Figure 1. Gate families picked out.
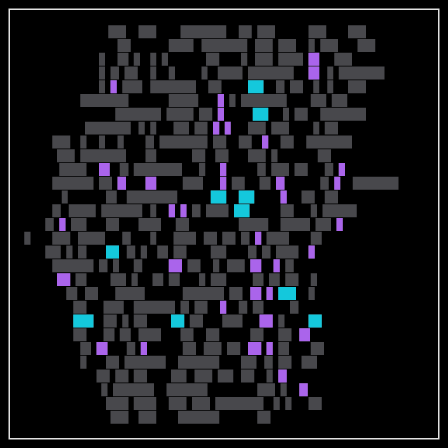
Figure 2. Signal metal coverage by tile.
The die is cut into 17 by 17 equal tiles; white is low, dark blue is high, scaled to the fullest tile. Values are wire area over tile area, all layers added.
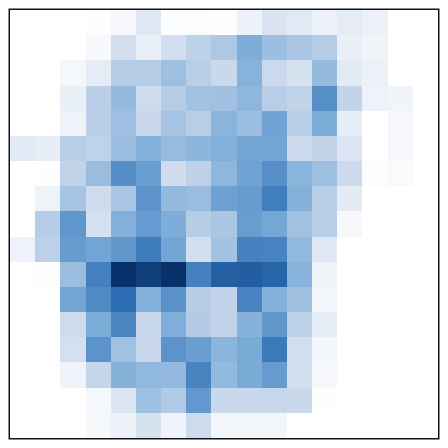
==> src/rtl/arb_pkg.sv <==
// Shared constants and types for the 8-way round-robin arbiter.
// Latency: n/a (declarations only).
// Backpressure: n/a.
package arb_pkg;

    localparam int N_REQ = 8;
    localparam int IDX_W = 3;

    typedef enum logic {
        ST_IDLE = 1'b0,
        ST_BUSY = 1'b1
    } state_t;

    // Last-owner pointer starts at 7 so requester 0 scans first after reset.
    localparam logic [IDX_W-1:0] LAST_PTR_RST = 3'd7;

endpackage

==> src/rtl/rr_arbiter_8_if.sv <==
// Request/grant bundle between requesters (master) and the arbiter (slave).
// Latency: n/a (wiring only).
// Backpressure: owner_release / request drop end a tenure; no other flow control.
interface rr_arbiter_8_if;
    import arb_pkg::*;

    logic [N_REQ-1:0] req;
    // "release" is a reserved word, hence owner_release.
    logic             owner_release;
    logic [N_REQ-1:0] grant;
    logic [IDX_W-1:0] grant_idx;
    logic             grant_valid;
    logic             timeout;

    modport master (
        output req, owner_release,
        input  grant, grant_idx, grant_valid, timeout
    );

    modport slave (
        input  req, owner_release,
        output grant, grant_idx, grant_valid, timeout
    );

endinterface

==> src/rtl/rr_arbiter_8_enc.sv <==
// Combinational 8-to-3 one-hot encoder.
// Latency: 0 cycles.
// Backpressure: none.
module onehot8_to_idx
    import arb_pkg::*;
(
    input  logic [N_REQ-1:0] onehot,
    output logic [IDX_W-1:0] idx
);

    // OR of the indices of set bits; exact for one-hot, 0 for all-zero.
    always_comb begin
        idx = '0;
        for (int i = 0; i < N_REQ; i++) begin
            if (onehot[i]) begin
                idx = idx | IDX_W'(i);
            end
        end
    end

endmodule

==> src/rtl/rr_arbiter_8.sv <==
// 8-requester round-robin arbiter, registered one-hot grant + index; `ARB_TIMEOUT_EN adds a MAX_HOLD tenure limit.
// Latency: 1 cycle request-to-grant; one mandatory idle cycle between tenures.
// Backpressure: grant held until owner_release, owner request drop, or (optional) timeout.
module rr_arbiter_8
    import arb_pkg::*;
#(
    parameter int MAX_HOLD = 16
) (
    input  logic           clk,
    input  logic           rst_n,
    rr_arbiter_8_if.slave  bus
);

    if (MAX_HOLD < 2 || MAX_HOLD > 255) begin : g_bad_max_hold
        $error("MAX_HOLD out of range 2..255");
    end

    state_t           state_q, state_d;
    logic [N_REQ-1:0] grant_q, grant_d;
    logic [IDX_W-1:0] idx_q, idx_d;
    logic [IDX_W-1:0] last_ptr_q, last_ptr_d;
    logic [IDX_W-1:0] enc_idx;
    logic             force_rel;
    logic             owner_req;
    logic             rel_cond;

    // Round-robin pick: rotate so last_ptr+1 sits at bit 0, take lowest set bit, rotate back.
    logic [IDX_W-1:0]   scan_start;
    logic [2*N_REQ-1:0] req_dbl;
    logic [N_REQ-1:0]   req_rot;
    logic [N_REQ-1:0]   pick_rot;
    logic [2*N_REQ-1:0] pick_dbl;
    logic [N_REQ-1:0]   pick;

    assign scan_start = last_ptr_q + 3'd1;
    assign req_dbl    = {bus.req, bus.req};
    assign req_rot    = N_REQ'(req_dbl >> scan_start);
    assign pick_rot   = req_rot & (~req_rot + 8'd1);
    assign pick_dbl   = {pick_rot, pick_rot} << scan_start;
    assign pick       = pick_dbl[2*N_REQ-1:N_REQ];

    assign owner_req = bus.req[idx_q];
    assign rel_cond  = bus.owner_release | ~owner_req | force_rel;

    always_comb begin
        state_d    = state_q;
        grant_d    = grant_q;
        last_ptr_d = last_ptr_q;
        idx_d      = idx_q;
        case (state_q)
            ST_IDLE: begin
                if (|bus.req) begin
                    grant_d    = pick;
                    last_ptr_d = enc_idx;
                    idx_d      = enc_idx;
                    state_d    = ST_BUSY;
                end
            end
            ST_BUSY: begin
                // Index keeps naming the last owner after the grant drops.
                if (rel_cond) begin
                    grant_d = '0;
                    state_d = ST_IDLE;
                end
            end
            default: begin
                grant_d = '0;
                state_d = ST_IDLE;
            end
        endcase
    end

    onehot8_to_idx u_enc (
        .onehot (pick),
        .idx    (enc_idx)
    );

    always_ff @(posedge clk or negedge rst_n) begin
        if (!rst_n) begin
            state_q    <= ST_IDLE;
            grant_q    <= '0;
            idx_q      <= '0;
            last_ptr_q <= LAST_PTR_RST;
        end else begin
            state_q    <= state_d;
            grant_q    <= grant_d;
            idx_q      <= idx_d;
            last_ptr_q <= last_ptr_d;
        end
    end

`ifdef ARB_TIMEOUT_EN
    logic [7:0] hold_cnt_q;
    logic       timeout_q;

    assign force_rel = (state_q == ST_BUSY) && (hold_cnt_q == 8'(MAX_HOLD - 1));

    // Counter sits at zero while idle, so each tenure starts counting from 0.
    always_ff @(posedge clk or negedge rst_n) begin
        if (!rst_n) begin
            hold_cnt_q <= '0;
            timeout_q  <= 1'b0;
        end else begin
            if (state_q == ST_BUSY && !rel_cond) begin
                hold_cnt_q <= hold_cnt_q + 8'd1;
            end else begin
                hold_cnt_q <= '0;
            end
            timeout_q <= force_rel & ~bus.owner_release & owner_req;
        end
    end

    assign bus.timeout = timeout_q;
`else
    assign force_rel   = 1'b0;
    assign bus.timeout = 1'b0;
`endif

    assign bus.grant       = grant_q;
    assign bus.grant_idx   = idx_q;
    assign bus.grant_valid = |grant_q;

endmodule
==> src/flat_wrapper.sv <==
// flat-port wrapper written by rule: the top's interface ports become plain ports
module rr_arbiter_8_flat import arb_pkg::*;
#(
    parameter int MAX_HOLD = 16
)
  (clk, rst_n, bus_req, bus_owner_release, bus_grant, bus_grant_idx, bus_grant_valid, bus_timeout);
  rr_arbiter_8_if bus_i ();
  input  logic clk;
  input  logic rst_n;
  input wire logic [$bits(bus_i.req)-1:0] bus_req;
  input wire logic [$bits(bus_i.owner_release)-1:0] bus_owner_release;
  output wire logic [$bits(bus_i.grant)-1:0] bus_grant;
  output wire logic [$bits(bus_i.grant_idx)-1:0] bus_grant_idx;
  output wire logic [$bits(bus_i.grant_valid)-1:0] bus_grant_valid;
  output wire logic [$bits(bus_i.timeout)-1:0] bus_timeout;
  assign bus_i.req = bus_req;
  assign bus_i.owner_release = bus_owner_release;
  assign bus_grant = bus_i.grant;
  assign bus_grant_idx = bus_i.grant_idx;
  assign bus_grant_valid = bus_i.grant_valid;
  assign bus_timeout = bus_i.timeout;
  rr_arbiter_8 #(.MAX_HOLD(MAX_HOLD)) u_core (.clk(clk), .rst_n(rst_n), .bus(bus_i));
endmodule
==> config.mk <==
export PLATFORM = sky130hd
export DESIGN_NAME = rr_arbiter_8_flat
export DESIGN_NICKNAME = d
export VERILOG_FILES = /design/src/rtl/arb_pkg.sv /design/src/rtl/rr_arbiter_8_if.sv /design/src/rtl/rr_arbiter_8_enc.sv /design/src/rtl/rr_arbiter_8.sv /design/src/flat_wrapper.sv
export SDC_FILE = /design/constraint.sdc
export NUM_CORES = 1
export LEC_CHECK = 0
export CAP_MARGIN = 20
export CELL_PAD_IN_SITES_DETAIL_PLACEMENT = 1
export CELL_PAD_IN_SITES_GLOBAL_PLACEMENT = 1
export CORE_MARGIN = 2
export CORE_UTILIZATION = 30
export CTS_CLUSTER_DIAMETER = 30
export DETAILED_ROUTE_END_ITERATION = 16
export GPL_ROUTABILITY_DRIVEN = 1
export PLACE_DENSITY = 0.67
export SETUP_SLACK_MARGIN = 0.15
export SLEW_MARGIN = 20
export SYNTH_ARGS = -nofsm -noshare
export SYNTH_HDL_FRONTEND = slang
export SYNTH_HIERARCHICAL = 1
export SYNTH_SLANG_ARGS = --single-unit
==> constraint.sdc <==
create_clock -name clk -period 3.6 [get_ports clk]
set_input_delay 0.72 -clock clk [delete_from_list [all_inputs] [get_ports clk]]
set_output_delay 0.72 -clock clk [all_outputs]
set_load 0.005 [all_outputs]
==> results_dict.tcl <==
# metrics dict for downstream scripts
set metrics [dict create \
    status "finished clean" \
    synthesis.area_sq_um 1950 \
    yosys.stat.chipArea_sq_um 1950 \
    worstMarginPinSlew_ns 0.725 \
    drive_above_1_share 0.278 \
    fraction_of_synthesis_flops_using_an_asynchronous_set_or_reset_pin 1.00 \
    hp-start "u_core/last_ptr_q[1]$_DFFE_PN1P_" \
    nMultiInputCombCells 190 \
    synth.top_cells.by_count "sky130_fd_sc_hd__nand2_1, sky130_fd_sc_hd__nor2_1, sky130_fd_sc_hd__dfrtp_1" \
    yosys_warning_count 6 \
    criticalPathCategory "primary input to register" \
    postSynthSeqShare 0.195 \
    crit_fanout 4 \
    starting_drc_count_in_detailed_routing 124 \
    leftover_overflow_at_the_end_of_global_routing 0 \
    hp_class "register to register" \
    r2r_end "u_core/bus.grant_idx[2]$_DFFE_PN0P_" \
    tapCellCount 77 \
    crit_slowest_cell "sky130_fd_sc_hd__or4_1" \
    core_region_area_sq_um 6310 \
    warning_count 27 \
    worst_path_largest_cell_delay_ns 0.55 \
    nFlopsAndLatches 15 \
    path_depth 11 \
    numCtsBuffers 3 \
    maxClockFrequency_mhz 296 \
    timing.final.setup_violations 0 \
    ys_cells 233 \
    dieHeight_microns 84.5 \
    placed_area_sq_um 2420 \
    largest_class "combinational gates" \
    critical_path_required_ns 3.74 \
    floorplan.nets 245 \
    endpoint_of_the_worst_setup_timing_path "u_core/bus.grant_idx[1]$_DFFE_PN0P_" \
    cts_tree "yes" \
    cpLargestDelayFamily "simple AND/OR/NAND/NOR gates" \
    combGateArea_sq_um 1440 \
    worst-r2r-cell-count 12 \
    min_period_ns 3.38 \
    synth.most_common_cell "sky130_fd_sc_hd__nand2_1" \
    number_of_setup_buffers_added_after_cts 0 \
    number_of_buffers_added_to_fix_hold_violations_after_cts 0 \
    rsz0062_at_grt "yes" \
]
Notes on Figure 1 above:
purple -> NOR gates  # cells 38, most used nor2_1
cyan -> AND-OR and OR-AND gates  # cells 10

Notes on Figure 2 above:
tiles over half the peak = 16%
emptiest ninth of the die = lower right
densest ninth of the die = center
fullest tile = 0.60
nearly empty tiles = 31%
mean over tiles = 0.14

cells by family after synthesis:
kind of cell / count (synthesis) / share of synthesized area
multiplexers: 24 / 0.211
XOR/XNOR: 2 / 0.0129
other: 1 / 0.00193
AND/OR/NAND/NOR: 100 / 0.249
adder cells (fa/ha/maj): 1 / 0.00643
flip-flops: 15 / 0.195
buffers and inverters: 28 / 0.0791
AND-OR/OR-AND: 62 / 0.245
routing by layer:
metal | GRT usage | vias up | part of all wire
li1 | - | 967 | -
met1 | 0.258 | 1036 | 0.48
met2 | 0.305 | 25 | 0.49
met3 | 0.0285 | 2 | 0.029
met4 | 0.0188 | 0 | 0.0037
met5 | 0 | - | 0
sequential cells by signal, indices dropped and copies added (netlist names):
name,count
u_core/bus.grant_idx,3
u_core/state_q,1
u_core/bus.grant,8
u_core/last_ptr_q,3
